<file path="src/rtl/prog_loader.sv">
// Byte-stream image loader: writes a checksummed frame into the 16x8 program RAM
// and holds the CPU in reset until a good image has landed.
module prog_loader #(
  parameter logic [3:0] MAGIC = 4'hA
) (
  input  logic       clk,
  input  logic       reset,
  input  logic [7:0] in_data,
  input  logic       in_valid,
  output logic       in_ready,
  output logic       ram_we,
  output logic [3:0] ram_addr,
  output logic [7:0] ram_wdata,
  output logic       cpu_reset,
  output logic       done,
  output logic       err,
  output logic [4:0] words_loaded
);

  localparam int unsigned ADDR_W = 4;
  localparam int unsigned DATA_W = 8;

  typedef enum logic [2:0] {
    IDLE,
    DATA,
    CHECK,
    RUN,
    ERROR
  } state_t;

  state_t            state;
  logic [ADDR_W-1:0] last_idx;
  logic [ADDR_W-1:0] addr;
  logic [DATA_W-1:0] sum;
  logic              accept;
  logic              header;

  assign accept = in_valid && in_ready;
  assign header = (in_data[7:4] == MAGIC);

  // Single-process FSM; every output is a register.
  always_ff @(posedge clk) begin
    if (reset) begin
      state        <= IDLE;
      last_idx     <= '0;
      addr         <= '0;
      sum          <= '0;
      in_ready     <= 1'b0;
      ram_we       <= 1'b0;
      ram_addr     <= '0;
      ram_wdata    <= '0;
      cpu_reset    <= 1'b1;
      done         <= 1'b0;
      err          <= 1'b0;
      words_loaded <= '0;
    end else begin
      in_ready <= 1'b1;
      ram_we   <= 1'b0;
      if (accept) begin
        case (state)
          IDLE, RUN, ERROR: begin
            if (header) begin
              last_idx     <= in_data[3:0];
              sum          <= '0;
              addr         <= '0;
              words_loaded <= '0;
              done         <= 1'b0;
              err          <= 1'b0;
              cpu_reset    <= 1'b1;
              state        <= DATA;
            end
          end
          DATA: begin
            ram_we       <= 1'b1;
            ram_addr     <= addr;
            ram_wdata    <= in_data;
            sum          <= DATA_W'(sum + in_data);
            words_loaded <= 5'(words_loaded + 5'd1);
            // The address saturates at 15; the frame length guarantees CHECK follows.
            if (addr != 4'hF) addr <= 4'(addr + 4'd1);
            if (addr == last_idx) state <= CHECK;
          end
          CHECK: begin
            if (DATA_W'(sum + in_data) == 8'd0) begin
              done      <= 1'b1;
              cpu_reset <= 1'b0;
              state     <= RUN;
            end else begin
              err   <= 1'b1;
              state <= ERROR;
            end
          end
          default: state <= IDLE;
        endcase
      end
    end
  end

endmodule

</file>
<file path="config.mk">
export PLATFORM = sky130hd
export DESIGN_NAME = prog_loader
export DESIGN_NICKNAME = d
export VERILOG_FILES = /design/src/rtl/prog_loader.sv
export SDC_FILE = /design/constraint.sdc
export NUM_CORES = 1
export LEC_CHECK = 0
export ABC_AREA = 0
export CAP_MARGIN = 40
export CORE_ASPECT_RATIO = 1.2
export CORE_MARGIN = 1
export CORE_UTILIZATION = 47
export CTS_CLUSTER_DIAMETER = 50
export DETAILED_ROUTE_END_ITERATION = 8
export GPL_TIMING_DRIVEN = 0
export HOLD_SLACK_MARGIN = 0.06
export MAX_ROUTING_LAYER = met4
export PLACE_DENSITY = 0.83
export SLEW_MARGIN = 20
export SYNTH_ARGS = -nofsm -noshare
export SYNTH_HDL_FRONTEND = slang
export SYNTH_SLANG_ARGS = --single-unit
</file>
<file path="constraint.sdc">
create_clock -name clk -period 2.5 [get_ports clk]
set_clock_uncertainty 0.1 [all_clocks]
set_input_delay 0.25 -clock clk [delete_from_list [all_inputs] [get_ports clk]]
set_output_delay 0.25 -clock clk [all_outputs]
set_load 0.03 [all_outputs]
</file>
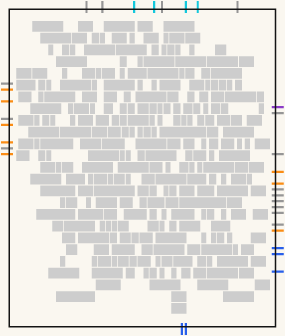
*Pin map, run 1*
Pins as bars across the die edge, other pins in grey.
orange -> `in_data`  # pins 8, direction input, edge 5 left, 3 right
purple -> `reset`  # pins 1, direction input, edge right
blue -> `words_loaded`  # pins 5, direction output, edge 3 right, 2 bottom
cyan -> `ram_addr`  # pins 4, direction output, edge top
all pins by edge = 15 right, 8 top, 8 left, 2 bottom
die width: 61.30 um
Die Ht: 73.16 um
I/O Buffers: 31

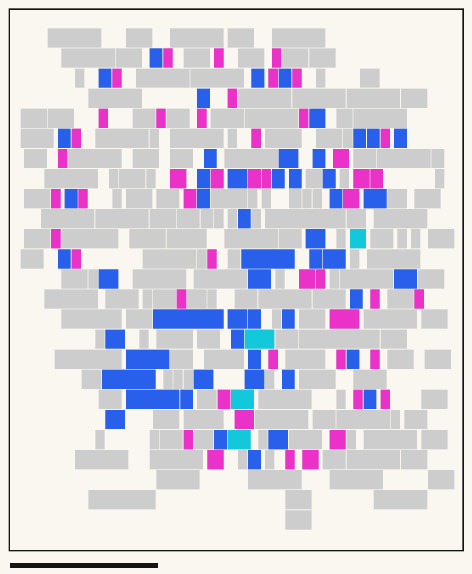
*Gate families picked out, run 1*
Scale bar: 20 um.
magenta -> nand cells  # cells 47, where all over the die
cyan -> and/or cells  # cells 4
blue -> aoi and oai cells  # cells 52
Comb/total area: 45.95%
fin cells: 329
most numerous logic cell after layout: dfxtp_1

==> notes.md, run 1 <==
run results: CP Launch Type=register, clock sink total=roughly 40, initial antenna violation count=0, setup TNS=0 ns, instance count on the critical path=8, CP Class=reg -> reg, Pins Over Slew Limit=0, hold path start=in_data[4], largest net degree at the start of global routing=15, actual slew at the worst max-slew pin=between 0.5 and 0.6 ns, Max Buffers Root-to-Sink=2, Worst EP arrival=between 2 and 3 ns, Top cell by count, worst path=a211oi_4, synthesized area per cell=around 8.6 sq um, Synthesis Warnings=0, mapped cell area=0.001983 sq mm, hold_buf cts=0, uppermost routed layer=met4, GP Congestion=between 0.8 and 0.9, first-pass GRT wire length=7859 um, WL met2=approximately 2500 um, CP Max Fanout=3, Cell Rows=25, crit path cell chain=ha_4, fa_2, a211oi_4, o21ba_4, o221ai_4, a211oi_4, nand4_1, a311oi_1, final hold slack=about 0.18 ns, YS chip area=slightly below 0.002 sq mm, Synth Instances=~230, Clk Latency, worst-skew pair=around 0.3 ns, worst r2r src=sum[0], Reg area=~820 sq um, filler cell count=between 300 and 400, die area=0.004484 sq mm, dpl cells=316, design area=roughly 0.0026 sq mm, status=finished clean, top cells by area=dfxtp_1 (41%), nor2_1 (6.2%), a21oi_1 (6.1%), nand2_1 (6.1%), ha_1 (5.7%), Yosys Instances=231, Total Power=1.420 mW, Ant. Diodes=0, met1 wire length=between 1500 and 2000 um, Layout Area Growth over Synthesis=33.06%, tally of OpenROAD warnings=27, Critical Path Sink Type=register
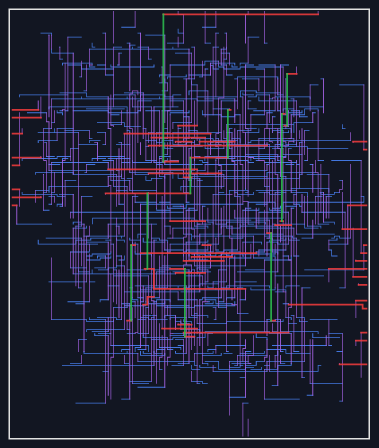
*Wiring by layer, run 1*
blue -> M1  # wire length 1980 um
red -> M3  # wire length 312 um
green -> M4  # wire length 119 um
purple -> M2  # wire length 2510 um
Via Count: 1867
Post-Route WL: 4915 um
WL per Instance: 14.94 um
total track usage: 24.37%

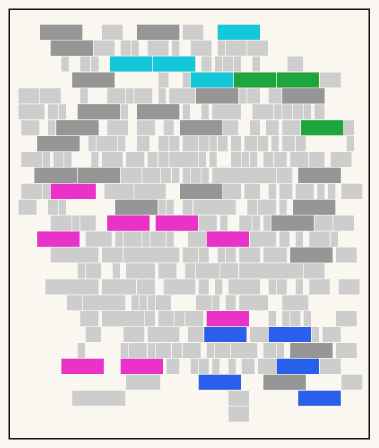
*Where the registers sit, run 1*
Other sequential cells in the stronger grey, the rest of the logic in the fainter grey.
cyan -> `ram_addr`  # placed flops 4, where top middle
blue -> `words_loaded`  # placed flops 5, where bottom right
magenta -> `sum`  # placed flops 8
green -> `state`  # placed flops 3
not coloured = 21
sequential cell area share: 31.15%
Power Sequential: 659 uW
Util after Layout: 65.91%

[run 1: worst register-to-register path, delay by kind of cell, from the launching register on]
kind / cells / cell delay, ns
and+or+nand+nor: 1 / 0.19
adders and majority gates: 2 / 0.55
AOI/OAI and AO/OA: 5 / 1.17
DFF: 1 / 0.34
[run 1: where the power goes]
part / switching [mW] / internal [mW] / total, mW
Combinational: 0.0653 / 0.0459 / 0.111
Clock: 0.248 / 0.402 / 0.650
Sequential: 0.00245 / 0.656 / 0.659
[run 1: area by class of cell]
type,count,share of cell area (%)
inverters,2,0.2845
clock buffers,5,2.608
repair buffers,36,13.28
multi-input cells,178,45.95
clock inverters,3,2.608
flip-flops and latches,41,31.15
well taps,54,2.560
plain buffers,10,1.565
[run 1: routing by layer]
metal | global-route usage, % | up-vias
met5 | - | -
met2 | 39.25 | 81
met1 | 27.74 | 864
met4 | 12.88 | 0
li1 | - | 904
met3 | 5.142 | 18
[run 1: flip-flops by register name, summed over array words and instances (netlist names)]
| signal | count |
|---|---|
| ram_wdata | 8 |
| cpu_reset | 1 |
| err | 1 |
| sum | 8 |
| ram_addr | 4 |
| in_ready | 1 |
| words_loaded | 5 |
| state | 3 |
| done | 1 |
| last_idx | 4 |
| ram_we | 1 |
| addr | 4 |
[run 1: logic make-up after synthesis]
group	after synthesis	synth area share, %
buf+inv	12	2.461
flops	41	41.39
xor+xnor	11	4.858
mux	5	2.524
compound gates	61	20.57
fa+ha+maj	10	6.688
simple gates	91	21.51
[run 1: path summary, 6_finish.rpt]
path                        to  slack, ns
setup / recovery      state[1]       0.06
hold / removal    ram_wdata[4]       0.18
setup reg to reg      state[1]       0.06
hold reg to reg    ram_addr[2]       0.36
[run 1: timing repair]
action	CTS	global route
pin swaps	9	8
resized	10	14
buffers inserted	3	2
hold endpoints to repair	0	0
endpoints found under the setup margin	7	7
[run 1: synth_stat cells, drive strengths merged]
cell,n
a211oi,6
a21o,1
a21oi,24
a22o,1
a22oi,6
a311oi,2
a31o,2
a31oi,1
a32oi,1
buf,3
clkbuf,7
dfxtp,41
fa,1
ha,9
inv,2
mux2i,5
nand2,32
nand2b,3
nand3,5
nand3b,1
nand4,5
nand4bb,1
nor2,33
nor2b,2
nor3,2
nor3b,1
nor4b,2
o21ai,10
o21ba,2
o21bai,1
o221ai,1
o2bb2a,1
o31a,2
or2,1
or3,1
or3b,2
xnor2,5
xor2,6
[run 1: cell usage in the layout (no fill, tap or decap), types with 4 or more instances in the layout]
cell type	netlist	final
clkbuf_8	0	5
xnor2_1	5	5
clkbuf_1	7	7
nor2_1	33	33
nand2_1	32	32
clkdlybuf4s50_1	0	27
a21oi_1	24	24
o21ai_0	7	6
buf_4	0	5
nand3_1	5	5
nand4_1	5	5
a22oi_1	6	6
dfxtp_1	41	40
ha_1	9	4
mux2i_1	5	5
xor2_1	6	6
## Run 2: what changed since run 1
Settings changed: ABC_CLOCK_PERIOD_IN_PS from default to 2500.
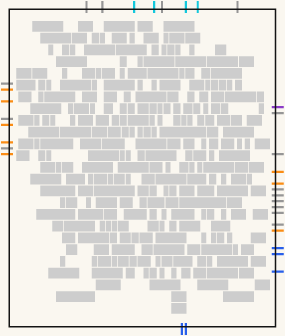
*Pin map, run 2*
Pins as bars across the die edge, other pins in grey.
blue -> `words_loaded`  # pins 5, direction output, edge 3 right, 2 bottom
purple -> `reset`  # pins 1, direction input, edge right
cyan -> `ram_addr`  # pins 4, direction output, edge top
orange -> `in_data`  # pins 8, direction input, edge 5 left, 3 right
all pins by edge = 15 right, 8 top, 8 left, 2 bottom

==> notes.md, run 2 <==
run results: status=finished clean, top cells by count=dfxtp_1 (41), nor2_1 (33), nand2_1 (32), initial antenna violation count=0, tally of OpenROAD warnings=27, die area=0.004484 sq mm, Ant. Diodes=0, final hold slack=approximately 0.18 ns, Cell Rows=25, Synth top cell by count=dfxtp_1, crit path cell chain=ha_4, fa_2, a211oi_4, o21ba_4, o221ai_4, a211oi_4, nand4_1, a311oi_1, Pins Over Slew Limit=0, Yosys Instances=around 230, design area=0.002639 sq mm, mapped cell area=0.001983 sq mm, CP Launch Type=register, Clk Latency, worst-skew pair=0.30 ns, Via Count=1867, total track usage=between 20% and 30%, synthesized area per cell=8.585 sq um, Critical Path Sink Type=register, share of flip-flops with an asynchronous set or reset=0%, WL per Instance=14.94 um, filler cell count=341, CP Class=reg -> reg, clock sink total=41, GP Congestion=~0.87, YS chip area=slightly below 0.002 sq mm, Synthesis Warnings=0, Synth Instances=approximately 230, dpl cells=316, via/cell ratio=around 5.7, fin cells=329, largest net degree at the start of global routing=15, most frequent cells in the layout=dfxtp_1 (40), nor2_1 (33), nand2_1 (32), Post-Route WL=4915 um, most numerous logic cell after layout=dfxtp_1, Die Ht=approximately 73 um, CP Max Fanout=3, Worst EP arrival=~2.6 ns, first-pass GRT wire length=7859 um, top cells by area=dfxtp_1 (41%), nor2_1 (6.2%), a21oi_1 (6.1%), nand2_1 (6.1%), ha_1 (5.7%), Top FF cell, synth=dfxtp_1, setup TNS=0 ns
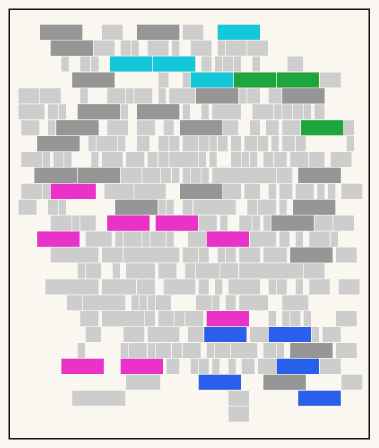
*Where the registers sit, run 2*
Other sequential cells in the stronger grey, the rest of the logic in the fainter grey.
cyan -> `ram_addr`  # placed flops 4, where top middle
magenta -> `sum`  # placed flops 8
green -> `state`  # placed flops 3
blue -> `words_loaded`  # placed flops 5, where bottom right
Reg area: 822.0 sq um

==> run 2: metal layers <==
metal | routed length, um | share of wire [%] | vias up | track usage (%)
met1 | 1977 | 40 | 864 | 27.74
met5 | 0 | 0 | - | -
met2 | 2507 | 51 | 81 | 39.25
met4 | 119 | 2.4 | 0 | 12.88
met3 | 312 | 6.3 | 18 | 5.142
li1 | - | - | 904 | -
==> run 2: cells by family after synthesis <==
family | synth area share [%]
AND/OR/NAND/NOR | 21.51
multiplexers | 2.524
flip-flops | 41.39
AND-OR/OR-AND | 20.57
buffers and inverters | 2.461
XOR/XNOR | 4.858
adder cells (fa/ha/maj) | 6.688
==> run 2: final cells by class <==
cell class | instances | area (sq um) | share of cell area (%)
flip-flops and latches | 41 | 822.0 | 31.15
repair buffers | 36 | 350.3 | 13.28
multi-input cells | 178 | 1212 | 45.95
inverters | 2 | 7.507 | 0.2845
plain buffers | 10 | 41.29 | 1.565
well taps | 54 | 67.56 | 2.560
clock inverters | 3 | 68.82 | 2.608
clock buffers | 5 | 68.82 | 2.608
==> run 2: power breakdown <==
group	internal (mW)	leakage, nW	switching [mW]	total (mW)
logic	0.0459	0.550	0.0653	0.111
clock network	0.402	0.0687	0.248	0.650
registers	0.656	0.331	0.00245	0.659
total	1.10	0.950	0.316	1.42
==> run 2: worst paths after layout <==
kind | from | end | slack (ns) | cells after the start
max | sum[0] | state[1] | 0.06 | 8
min | in_data[4] | ram_wdata[4] | 0.18 | 3
max reg2reg | sum[0] | state[1] | 0.06 | 8
min reg2reg | ram_addr[2] | ram_addr[2] | 0.36 | 2
==> run 2: stage by stage <==
stage	util, %	power (mW)
3_5_place_dp	58.97	0.7698
6_report	65.91	1.420
2_1_floorplan	-	0.7305
4_1_cts	64.00	1.415
3_3_place_gp	58.97	0.7675
5_1_grt	65.91	1.457
==> run 2: worst min-delay path: stages <==
cell and delay, ns:
dlymetal6s2s_1 0.16, nand2_1 0.07, a21oi_1 0.05
==> run 2: what timing repair did <==
item,CTS,global route
pin swaps,9,8
gates resized,10,14
buffers inserted,3,2
endpoints found under the setup margin,7,7
Power and IR drop assume default switching activity.
